==> src/rtl/multicycle_controller_p_if.sv <==
// Controller-to-datapath/memory bundle: instruction fetch, data-memory handshake
// and the datapath control word produced by the multicycle controller.
interface multicycle_controller_p_if #(
  parameter int DATA_W = 32,
  parameter int NREG   = 32,
  parameter int RA_W   = 5
);
  logic [DATA_W-1:0] instruction;
  logic              instr_valid;
  logic              mem_ack;
  logic              comp_zero;
  logic [2:0]        state;
  logic              ir_load;
  logic [RA_W-1:0]   rd_sel;
  logic [RA_W-1:0]   rs_sel;
  logic [RA_W-1:0]   rt_sel;
  logic [NREG-1:0]   reg_en;
  logic [3:0]        alu_func;
  logic              alu_en;
  logic [4:0]        shamt;
  logic              mem_req;
  logic              mem_rw;
  logic              addr_sel;
  logic              pc_en;
  logic [1:0]        pc_sel;
  logic              sp_en;
  logic              sp_dec;
  logic              done;
  logic              illegal;

  modport master (
    input  instruction, instr_valid, mem_ack, comp_zero,
    output state, ir_load, rd_sel, rs_sel, rt_sel, reg_en, alu_func, alu_en,
           shamt, mem_req, mem_rw, addr_sel, pc_en, pc_sel, sp_en, sp_dec,
           done, illegal
  );

  modport slave (
    output instruction, instr_valid, mem_ack, comp_zero,
    input  state, ir_load, rd_sel, rs_sel, rt_sel, reg_en, alu_func, alu_en,
           shamt, mem_req, mem_rw, addr_sel, pc_en, pc_sel, sp_en, sp_dec,
           done, illegal
  );
endinterface

==> src/rtl/multicycle_controller_p.sv <==
// Multicycle instruction sequencer FETCH/DECODE/EXEC/MEM/WB with memory
// handshakes, a data-memory timeout trap and sticky HALT/ERR states.
module multicycle_controller_p #(
  parameter int DATA_W      = 32,
  parameter int NREG        = 32,
  parameter int RA_W        = 5,
  parameter int MEM_TIMEOUT = 16
) (
  input  logic                      clk,
  input  logic                      reset,
  multicycle_controller_p_if.master bus
);

  localparam logic [2:0] S_FETCH  = 3'd0;
  localparam logic [2:0] S_DECODE = 3'd1;
  localparam logic [2:0] S_EXEC   = 3'd2;
  localparam logic [2:0] S_MEM    = 3'd3;
  localparam logic [2:0] S_WB     = 3'd4;
  localparam logic [2:0] S_HALT   = 3'd5;
  localparam logic [2:0] S_ERR    = 3'd6;

  localparam logic [5:0] OP_LOAD   = 6'h10;
  localparam logic [5:0] OP_STORE  = 6'h11;
  localparam logic [5:0] OP_JUMP   = 6'h12;
  localparam logic [5:0] OP_BRANCH = 6'h13;
  localparam logic [5:0] OP_CALL   = 6'h14;
  localparam logic [5:0] OP_RET    = 6'h15;
  localparam logic [5:0] OP_HALT   = 6'h3F;

  localparam int RD_HI = DATA_W - 7;
  localparam int RS_HI = RD_HI - RA_W;
  localparam int RT_HI = RS_HI - RA_W;
  localparam int SH_HI = RT_HI - RA_W;

  localparam int              CNT_W      = (MEM_TIMEOUT > 1) ? $clog2(MEM_TIMEOUT) : 1;
  localparam bit              TIMEOUT_EN = (MEM_TIMEOUT != 0);
  localparam logic [CNT_W-1:0] CNT_LAST  = TIMEOUT_EN ? CNT_W'(MEM_TIMEOUT - 1) : {CNT_W{1'b0}};

  function automatic logic op_legal(input logic [5:0] op);
    return (op <= OP_RET) || (op == OP_HALT);
  endfunction

  logic [2:0]        state_r;
  logic [2:0]        next_state_s;
  logic [DATA_W-1:0] ir_r;
  logic [CNT_W-1:0]  cnt_r;
  logic              illegal_r;
  logic [5:0]        op_s;
  logic [RA_W-1:0]   rd_s;
  logic              is_alu_s;
  logic              timeout_hit_s;
  logic              unused_ir_s;

  assign op_s          = ir_r[DATA_W-1 -: 6];
  assign rd_s          = ir_r[RD_HI -: RA_W];
  assign is_alu_s      = (op_s[5:4] == 2'b00);
  assign timeout_hit_s = TIMEOUT_EN && (cnt_r == CNT_LAST);
  assign unused_ir_s   = ^ir_r[SH_HI-5:0];

  assign bus.state    = state_r;
  assign bus.rd_sel   = rd_s;
  assign bus.rs_sel   = ir_r[RS_HI -: RA_W];
  assign bus.rt_sel   = ir_r[RT_HI -: RA_W];
  assign bus.shamt    = ir_r[SH_HI -: 5];
  assign bus.alu_func = op_s[3:0];
  assign bus.illegal  = illegal_r;

  // Next-state sequencing; memory ack takes priority over the timeout trap
  always_comb begin
    next_state_s = state_r;
    case (state_r)
      S_FETCH: begin
        if (bus.instr_valid) next_state_s = S_DECODE;
        else                 next_state_s = S_FETCH;
      end
      S_DECODE: begin
        if (!op_legal(op_s))       next_state_s = S_ERR;
        else if (op_s == OP_HALT)  next_state_s = S_HALT;
        else                       next_state_s = S_EXEC;
      end
      S_EXEC: begin
        if (is_alu_s)                                   next_state_s = S_WB;
        else if (op_s == OP_JUMP || op_s == OP_BRANCH)  next_state_s = S_FETCH;
        else if (op_s >= OP_LOAD && op_s <= OP_RET)     next_state_s = S_MEM;
        else                                            next_state_s = S_ERR;
      end
      S_MEM: begin
        if (bus.mem_ack)        next_state_s = (op_s == OP_LOAD) ? S_WB : S_FETCH;
        else if (timeout_hit_s) next_state_s = S_ERR;
        else                    next_state_s = S_MEM;
      end
      S_WB:    next_state_s = S_FETCH;
      S_HALT:  next_state_s = S_HALT;
      S_ERR:   next_state_s = S_ERR;
      default: next_state_s = S_ERR;
    endcase
  end

  // State, instruction register and sticky trap flag
  always_ff @(posedge clk or posedge reset) begin
    if (reset) begin
      state_r   <= S_FETCH;
      ir_r      <= {DATA_W{1'b0}};
      illegal_r <= 1'b0;
    end else begin
      state_r   <= next_state_s;
      illegal_r <= illegal_r | (next_state_s == S_ERR);
      if (state_r == S_FETCH && bus.instr_valid) ir_r <= bus.instruction;
    end
  end

  // Wait-cycle counter: cleared on entry to MEM, counts cycles without ack
  always_ff @(posedge clk or posedge reset) begin
    if (reset) begin
      cnt_r <= {CNT_W{1'b0}};
    end else if (state_r == S_EXEC) begin
      cnt_r <= {CNT_W{1'b0}};
    end else if (state_r == S_MEM && !bus.mem_ack) begin
      cnt_r <= cnt_r + {{(CNT_W-1){1'b0}}, 1'b1};
    end
  end

  // Datapath control decode; MEM outputs also follow mem_ack
  always_comb begin
    bus.ir_load  = 1'b0;
    bus.reg_en   = {NREG{1'b0}};
    bus.alu_en   = 1'b0;
    bus.mem_req  = 1'b0;
    bus.mem_rw   = 1'b0;
    bus.addr_sel = 1'b0;
    bus.pc_en    = 1'b0;
    bus.pc_sel   = 2'd0;
    bus.sp_en    = 1'b0;
    bus.sp_dec   = 1'b0;
    bus.done     = 1'b0;
    case (state_r)
      S_FETCH: begin
        if (bus.instr_valid) bus.ir_load = 1'b1;
        else                 bus.ir_load = 1'b0;
      end
      S_EXEC: begin
        if (is_alu_s) begin
          bus.alu_en = 1'b1;
        end else if (op_s == OP_JUMP) begin
          bus.pc_en  = 1'b1;
          bus.pc_sel = 2'd1;
          bus.done   = 1'b1;
        end else if (op_s == OP_BRANCH) begin
          bus.pc_en  = 1'b1;
          bus.pc_sel = bus.comp_zero ? 2'd1 : 2'd0;
          bus.done   = 1'b1;
        end else begin
          bus.alu_en = 1'b0;
        end
      end
      S_MEM: begin
        bus.mem_req  = 1'b1;
        bus.mem_rw   = (op_s == OP_STORE) || (op_s == OP_CALL);
        bus.addr_sel = (op_s == OP_CALL) || (op_s == OP_RET);
        if (bus.mem_ack) begin
          case (op_s)
            OP_STORE: begin
              bus.pc_en = 1'b1;
              bus.done  = 1'b1;
            end
            OP_CALL: begin
              bus.sp_en  = 1'b1;
              bus.sp_dec = 1'b1;
              bus.pc_en  = 1'b1;
              bus.pc_sel = 2'd1;
              bus.done   = 1'b1;
            end
            OP_RET: begin
              bus.sp_en  = 1'b1;
              bus.pc_en  = 1'b1;
              bus.pc_sel = 2'd2;
              bus.done   = 1'b1;
            end
            default: bus.done = 1'b0;
          endcase
        end else begin
          bus.done = 1'b0;
        end
      end
      S_WB: begin
        // r0 is read-only, so rd=0 writes nothing
        if (rd_s != {RA_W{1'b0}}) bus.reg_en = {{(NREG-1){1'b0}}, 1'b1} << rd_s;
        else                      bus.reg_en = {NREG{1'b0}};
        bus.pc_en = 1'b1;
        bus.done  = 1'b1;
      end
      default: bus.done = 1'b0;
    endcase
  end

endmodule

==> src/flat_wrapper.sv <==
// flat-port wrapper written by rule: the top's interface ports become plain ports
module multicycle_controller_p_flat 
#(
  parameter int DATA_W      = 32,
  parameter int NREG        = 32,
  parameter int RA_W        = 5,
  parameter int MEM_TIMEOUT = 16
)
  (clk, reset, bus_instruction, bus_instr_valid, bus_mem_ack, bus_comp_zero, bus_state, bus_ir_load, bus_rd_sel, bus_rs_sel, bus_rt_sel, bus_reg_en, bus_alu_func, bus_alu_en, bus_shamt, bus_mem_req, bus_mem_rw, bus_addr_sel, bus_pc_en, bus_pc_sel, bus_sp_en, bus_sp_dec, bus_done, bus_illegal);
  multicycle_controller_p_if #(.DATA_W(DATA_W), .NREG(NREG), .RA_W(RA_W)) bus_i ();
  input  logic clk;
  input  logic reset;
  input wire logic [$bits(bus_i.instruction)-1:0] bus_instruction;
  input wire logic [$bits(bus_i.instr_valid)-1:0] bus_instr_valid;
  input wire logic [$bits(bus_i.mem_ack)-1:0] bus_mem_ack;
  input wire logic [$bits(bus_i.comp_zero)-1:0] bus_comp_zero;
  output wire logic [$bits(bus_i.state)-1:0] bus_state;
  output wire logic [$bits(bus_i.ir_load)-1:0] bus_ir_load;
  output wire logic [$bits(bus_i.rd_sel)-1:0] bus_rd_sel;
  output wire logic [$bits(bus_i.rs_sel)-1:0] bus_rs_sel;
  output wire logic [$bits(bus_i.rt_sel)-1:0] bus_rt_sel;
  output wire logic [$bits(bus_i.reg_en)-1:0] bus_reg_en;
  output wire logic [$bits(bus_i.alu_func)-1:0] bus_alu_func;
  output wire logic [$bits(bus_i.alu_en)-1:0] bus_alu_en;
  output wire logic [$bits(bus_i.shamt)-1:0] bus_shamt;
  output wire logic [$bits(bus_i.mem_req)-1:0] bus_mem_req;
  output wire logic [$bits(bus_i.mem_rw)-1:0] bus_mem_rw;
  output wire logic [$bits(bus_i.addr_sel)-1:0] bus_addr_sel;
  output wire logic [$bits(bus_i.pc_en)-1:0] bus_pc_en;
  output wire logic [$bits(bus_i.pc_sel)-1:0] bus_pc_sel;
  output wire logic [$bits(bus_i.sp_en)-1:0] bus_sp_en;
  output wire logic [$bits(bus_i.sp_dec)-1:0] bus_sp_dec;
  output wire logic [$bits(bus_i.done)-1:0] bus_done;
  output wire logic [$bits(bus_i.illegal)-1:0] bus_illegal;
  assign bus_i.instruction = bus_instruction;
  assign bus_i.instr_valid = bus_instr_valid;
  assign bus_i.mem_ack = bus_mem_ack;
  assign bus_i.comp_zero = bus_comp_zero;
  assign bus_state = bus_i.state;
  assign bus_ir_load = bus_i.ir_load;
  assign bus_rd_sel = bus_i.rd_sel;
  assign bus_rs_sel = bus_i.rs_sel;
  assign bus_rt_sel = bus_i.rt_sel;
  assign bus_reg_en = bus_i.reg_en;
  assign bus_alu_func = bus_i.alu_func;
  assign bus_alu_en = bus_i.alu_en;
  assign bus_shamt = bus_i.shamt;
  assign bus_mem_req = bus_i.mem_req;
  assign bus_mem_rw = bus_i.mem_rw;
  assign bus_addr_sel = bus_i.addr_sel;
  assign bus_pc_en = bus_i.pc_en;
  assign bus_pc_sel = bus_i.pc_sel;
  assign bus_sp_en = bus_i.sp_en;
  assign bus_sp_dec = bus_i.sp_dec;
  assign bus_done = bus_i.done;
  assign bus_illegal = bus_i.illegal;
  multicycle_controller_p #(.DATA_W(DATA_W), .NREG(NREG), .RA_W(RA_W), .MEM_TIMEOUT(MEM_TIMEOUT)) u_core (.clk(clk), .reset(reset), .bus(bus_i));
endmodule
==> config.mk <==
export PLATFORM = sky130hd
export DESIGN_NAME = multicycle_controller_p_flat
export DESIGN_NICKNAME = d
export VERILOG_FILES = /design/src/rtl/multicycle_controller_p_if.sv /design/src/rtl/multicycle_controller_p.sv /design/src/flat_wrapper.sv
export SDC_FILE = /design/constraint.sdc
export NUM_CORES = 1
export LEC_CHECK = 0
export CORE_ASPECT_RATIO = 1.5
export CORE_MARGIN = 2
export CORE_UTILIZATION = 40
export CTS_CLUSTER_DIAMETER = 60
export CTS_CLUSTER_SIZE = 8
export DETAILED_ROUTE_END_ITERATION = 8
export PLACE_DENSITY = 0.92
export SLEW_MARGIN = 20
export SYNTH_ARGS = -nofsm -noshare
export SYNTH_HDL_FRONTEND = slang
export SYNTH_SLANG_ARGS = --single-unit
==> constraint.sdc <==
create_clock -name clk -period 2.1 [get_ports clk]
set_input_delay 0.315 -clock clk [delete_from_list [all_inputs] [get_ports clk]]
set_output_delay 0.315 -clock clk [all_outputs]
set_load 0.02 [all_outputs]
run_1/density.png
6 x 9 tiles, from white (low) to dark blue (high), 0 to 100% covered.
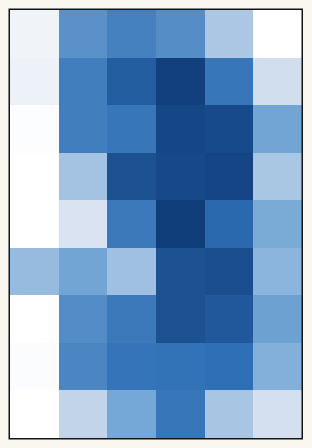
tiles over 75% full = 24%
mean over tiles = 53%
nearly empty tiles = 11%
fullest tile = 94%
Core Box Area: 0.00508 sq mm
Util after Layout: 61.5%

run_1/drive_strength.png
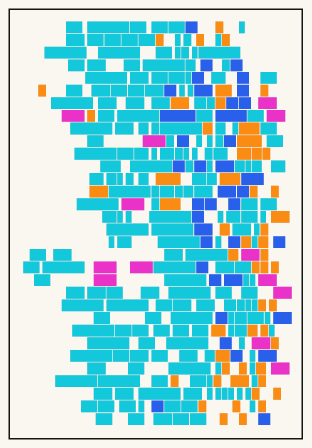
magenta -> drive 6 and up  # cells 13
cyan -> drive 1 or less  # cells 206
orange -> drive 2  # cells 53
blue -> drive 3 to 4  # cells 38

run_1/pins.png
Bar = 20 um. Pins as bars across the die edge, other pins in grey.
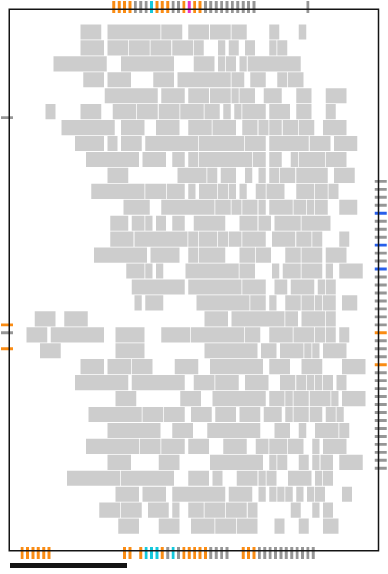
cyan -> bus_rt_sel  # pins 5, direction output, edge 4 bottom, 1 top
magenta -> clk  # pins 1, direction input, edge top
orange -> bus_instruction  # pins 32, direction input, edge 18 bottom, 10 top, 2 left, 2 right
blue -> bus_state  # pins 3, direction output, edge right
all pins by edge = 39 bottom, 37 right, 28 top, 4 left
horizontal extent of the die: 62.8 um
Port Buf Inserts: 100

run_1/final_placement.png
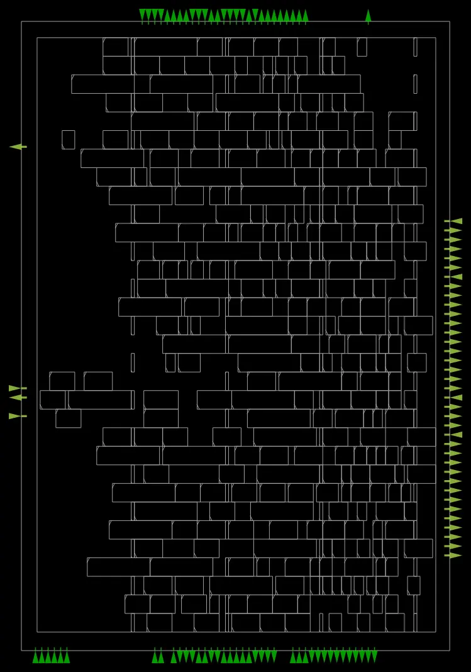
# fillers: 436
number of sequential cells: 34
placement row count: 32

[run 1: final cells by class]
class	count	area [sq um]
clock inverters	2	12.5
multi-input cells	139	1030
inverters	3	11.3
clock buffers	6	82.6
fillers	436	1960
flip-flops and latches	34	851
well taps	68	85.1
repair buffers	126	1050
[run 1: logic make-up (layout without fill, tap and decap cells)]
logic type,after synthesis,in the layout,synth area share [%]
multiplexers,26,26,14.1
buffers and inverters,37,137,12.3
AND/OR/NAND/NOR,92,92,24.9
adder cells (fa/ha/maj),1,1,0.604
other,1,1,0.181
flip-flops,34,34,41.1
AND-OR/OR-AND,16,16,5.50
XOR/XNOR,3,3,1.27
[run 1: worst max-delay path, delay by kind of cell, from the launching register on]
family / cells / cell delay [ps]
simple gates: 3 / 640
buf+inv: 2 / 280
flops: 1 / 390
compound gates: 1 / 220
[run 1: power by group through the flow]
stage / logic (W) / clock network (W) / registers, W
final: 0.00268 / 0.000488 / 0.00118
after CTS: 0.00265 / 0.000506 / 0.00117
after global placement: 0.00254 / 0 / 0.00116
after detailed placement: 0.00261 / 0 / 0.00118
after floorplan: 0.00171 / 0 / 0.00124
after global routing: 0.00284 / 0.000537 / 0.00122
[run 1: worst max path at each step]
| stage | slack (ps) | endpoint | start | cells past startpoint |
|---|---|---|---|---|
| 6_report | -30 | bus_pc_en | u_core.ir_r[31] | 6 |
| 2_1_floorplan | 110 | bus_reg_en[1] | u_core.bus.state[1] | 5 |
| 5_1_grt | -100 | bus_pc_en | u_core.ir_r[31] | 5 |
| 4_1_cts | -80 | bus_reg_en[5] | u_core.bus.state[0] | 5 |
| 3_5_place_dp | -230 | bus_reg_en[2] | u_core.bus.state[0] | 4 |
| 3_3_place_gp | -180 | bus_reg_en[2] | u_core.bus.state[0] | 4 |
==> impl_metrics.ini, run 1 <==
; flow metrics
[detailed_routing]
violation_count_after_the_first_detailed_routing_iteration = 98
drt-vias-per-instance = 4.97
top_layer_used = met4
detail_route.drc_violations = 0
routed-via-count = 1880
first_pass_iters = 4
met2_length_um = 3270
route.final.wire_length_um = 5640

[power_and_ir_drop]
p_seq_share_pct = 27.2
power.static_leakage_nw = 1.37
internal-power_w = 0.00252
vdd_drop_max_mv = 0.663
fin_total_pwr_w = 0.00436
power_density_mw_per_mm2 = 1390
net-switching-power_w = 0.00184

[clock_network]
cts.sinks = 34
clk_path_buf_depth = 2
cts.htree.levels = 2
clock_insertion_delay_worst_skew_ps = 280
cts_setup_buffers = 3
clock_pin_slew_on_the_worst_setup_and_hold_paths_ps = 70
tritoncts.num_buffers = 5

[placement]
postPlaceCellArea_sq_mm = 0.00310
dp_slack_ps = -235

[synth]
postSynthSeqShare_pct = 41.1
netlist.area_leader.share_pct = 41.1
async_flop_share_pct = 100
synth.cells.most_frequent = nor2_1 (37), dfrtp_1 (34), buf_4 (27), mux2_1 (25), nand2_1 (11)
yosys.area.top_type = dfrtp_1
postSynth.topFlopCell = dfrtp_1
ys_cells = 210

[worst_setup_path]
worstSetupEndpointType = output pin
worst-path-max-fanout = 3
timing.rr.end = u_core.ir_r[25]
crit_path_cell_trace = or3b_4, nor2_2, buf_4, nand2_1, o22ai_2, buf_6
timing.critical_path.slowest_cell_delay_ps = 430
worstReg2RegStart = u_core.bus.state[0]

[final_timing]
period_minus_slack_ps = 2130
setup_viol_count_final = 4
max_clock_freq_mhz = 470
post_route_skew_ps = 4.47
finalHoldWorstSlack_ps = 437
timing.final.ws_setup_ps = -28.4
final_min_period_over_clock_period_pct = 101

[run_status]
status = finished, violations left
failed_checks = negative setup slack

[cells_and_area]
final_design_area_no_fill_sq_mm = 0.00313
area_growth_from_synthesis_to_layout_pct = 50.9
largest_register_ff_count = 26
post_route_cells_drive_above_1_share_pct = 33.5

[min_path]
hold_path_class = primary input to asynchronous set/reset pin

[global_route]
groute.usage.overall_pct = 19.7
grt.busiest_layer = met2

[die]
floorplan.core_util_pct = 40.7
pin_count = 108
## Run 2: what changed since run 1
TNS_END_PERCENT = 10   (was unset)
run_2/density.png
6 x 9 tiles, from white (low) to dark blue (high), 0 to 100% covered.
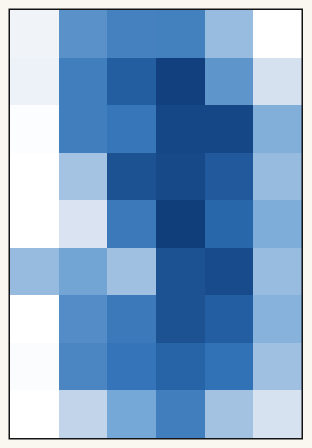
tiles over 75% full = 26%
nearly empty tiles = 11%
fullest tile = 94%

==> impl_metrics.ini, run 2 <==
; flow metrics
[run_status]
status = finished, violations left
failed_checks = negative setup slack

[cells_and_area]
final_design_area_no_fill_sq_mm = 0.00309
num-fill-cells = 438
fin_util_pct = 60.9
largest_register_ff_count = 26
post_route_cells_drive_above_1_share_pct = 31.8
area_growth_from_synthesis_to_layout_pct = 49.3

[synth]
postSynth.topFlopCell = dfrtp_1
synth.cells.most_frequent = nor2_1 (37), dfrtp_1 (34), buf_4 (27), mux2_1 (25), nand2_1 (11)
ys_sh_simple_pct = 24.9
ys_cells = 210
yosys.area.top_type = dfrtp_1
ys_top_logic_family = simple AND/OR/NAND/NOR gates
synthAoiAreaFrac_pct = 5.50
xor_area_share_pct = 1.27
netlist.area_leader.share_pct = 41.1
async_flop_share_pct = 100
postSynthSeqShare_pct = 41.1
mux_share_pct = 14.1
synth.cellmix.adderShare_pct = 0.604

[detailed_routing]
first_pass_iters = 4
routed-via-count = 1845
route.final.wire_length_um = 5570
violation_count_after_the_first_detailed_routing_iteration = 80
drt-vias-per-instance = 4.91
detail_route.drc_violations = 0

[final_timing]
setup_viol_count_final = 5
final_min_period_over_clock_period_pct = 101
timing.final.ws_setup_ps = -22.2
post_route_skew_ps = 5.31
drv_slew = 0
period_minus_slack_ps = 2120
max_clock_freq_mhz = 471

[clock_network]
cts.sinks = 34
cts.htree.levels = 2
tritoncts.num_buffers = 5
clk_path_buf_depth = 2
clock_pin_slew_on_the_worst_setup_and_hold_paths_ps = 70

[worst_setup_path]
timing.rr.end = u_core.ir_r[25]
worstReg2RegStart = u_core.bus.state[0]
cp-startpoint = u_core.ir_r[31]
timing.critical_path.to = bus_pc_en
worst-path-max-fanout = 3
worstSetupEndpointType = output pin

[power_and_ir_drop]
power_density_mw_per_mm2 = 1390
fin_total_pwr_w = 0.00429
vdd_drop_max_mv = 0.667
power.static_leakage_nw = 1.35

[die]
rows = 32
core_area_sq_mm = 0.00508
floorplan.core_util_pct = 40.7
die.size.x_um = 62.8
pin_count = 108

[placement]
postPlaceCellArea_sq_mm = 0.00310
portBuffers = 100

[global_route]
groute.usage.overall_pct = 19.2

[min_path]
hold_path_class = primary input to asynchronous set/reset pin
run 2: cell counts after synthesis:
No cell type changed its count.
run 2: critical path, cell delays in order, from the launching register on:
cell     delay, ps
dfrtp_1        380
or3b_4         430
nor2_1         160
buf_4          140
nand2_1         60
o22ai_2        190
buf_4          170
run 2: cell families (layout without fill, tap and decap cells):
family,Yosys count,after routing
simple gates,92,92
buf+inv,37,135
flops,34,34
mux,26,26
compound gates,16,16
xor+xnor,3,3
fa+ha+maj,1,1
other cells,1,1
run 2: through the flow:
step | setup slack (ps) | hold slack, ps
finish | -22.2 | 438
global route | -88.0 | 498
CTS | -142 | 441
detailed placement | -235 | 475
global placement | -183 | 467
floorplan | 112 | 432
run 2: timing repair:
item | in CTS | in global routing
endpoints found under the setup margin | 42 | 41
pin swaps | 1 | 4
setup buffers | 0 | 1
resized | 123 | 45
run 2: cell type report:
cell class	instances	area, sq um	area share [%]
Timing Repair Buffer	124	1050	34.0
Tap cell	68	85.1	2.75
Multi-Input combinational cell	139	1000	32.3
Inverter	3	11.3	0.364
Sequential cell	34	851	27.5
Clock inverter	2	12.5	0.404
Clock buffer	6	82.6	2.67
run 2: power breakdown:
part / leakage, nW / internal (W) / total, W / switching, W
logic: 0.887 / 0.00126 / 0.00262 / 0.00137
clock network: 0.0472 / 0.000263 / 0.000489 / 0.000226
registers: 0.413 / 0.000967 / 0.00118 / 0.000208
total: 1.35 / 0.00249 / 0.00429 / 0.00180
run 2: routing by layer:
| metal | vias to the layer above | routed length (um) | global-route usage, % |
|---|---|---|---|
| li1 | 888 | - | - |
| met1 | 870 | 1970 | 18.2 |
| met2 | 72 | 3200 | 39.1 |
| met3 | 15 | 217 | 3.44 |
| met4 | 0 | 172 | 8.15 |
| met5 | - | 0 | 0 |
No activity file was given, so power comes from the tool's default toggle rates.
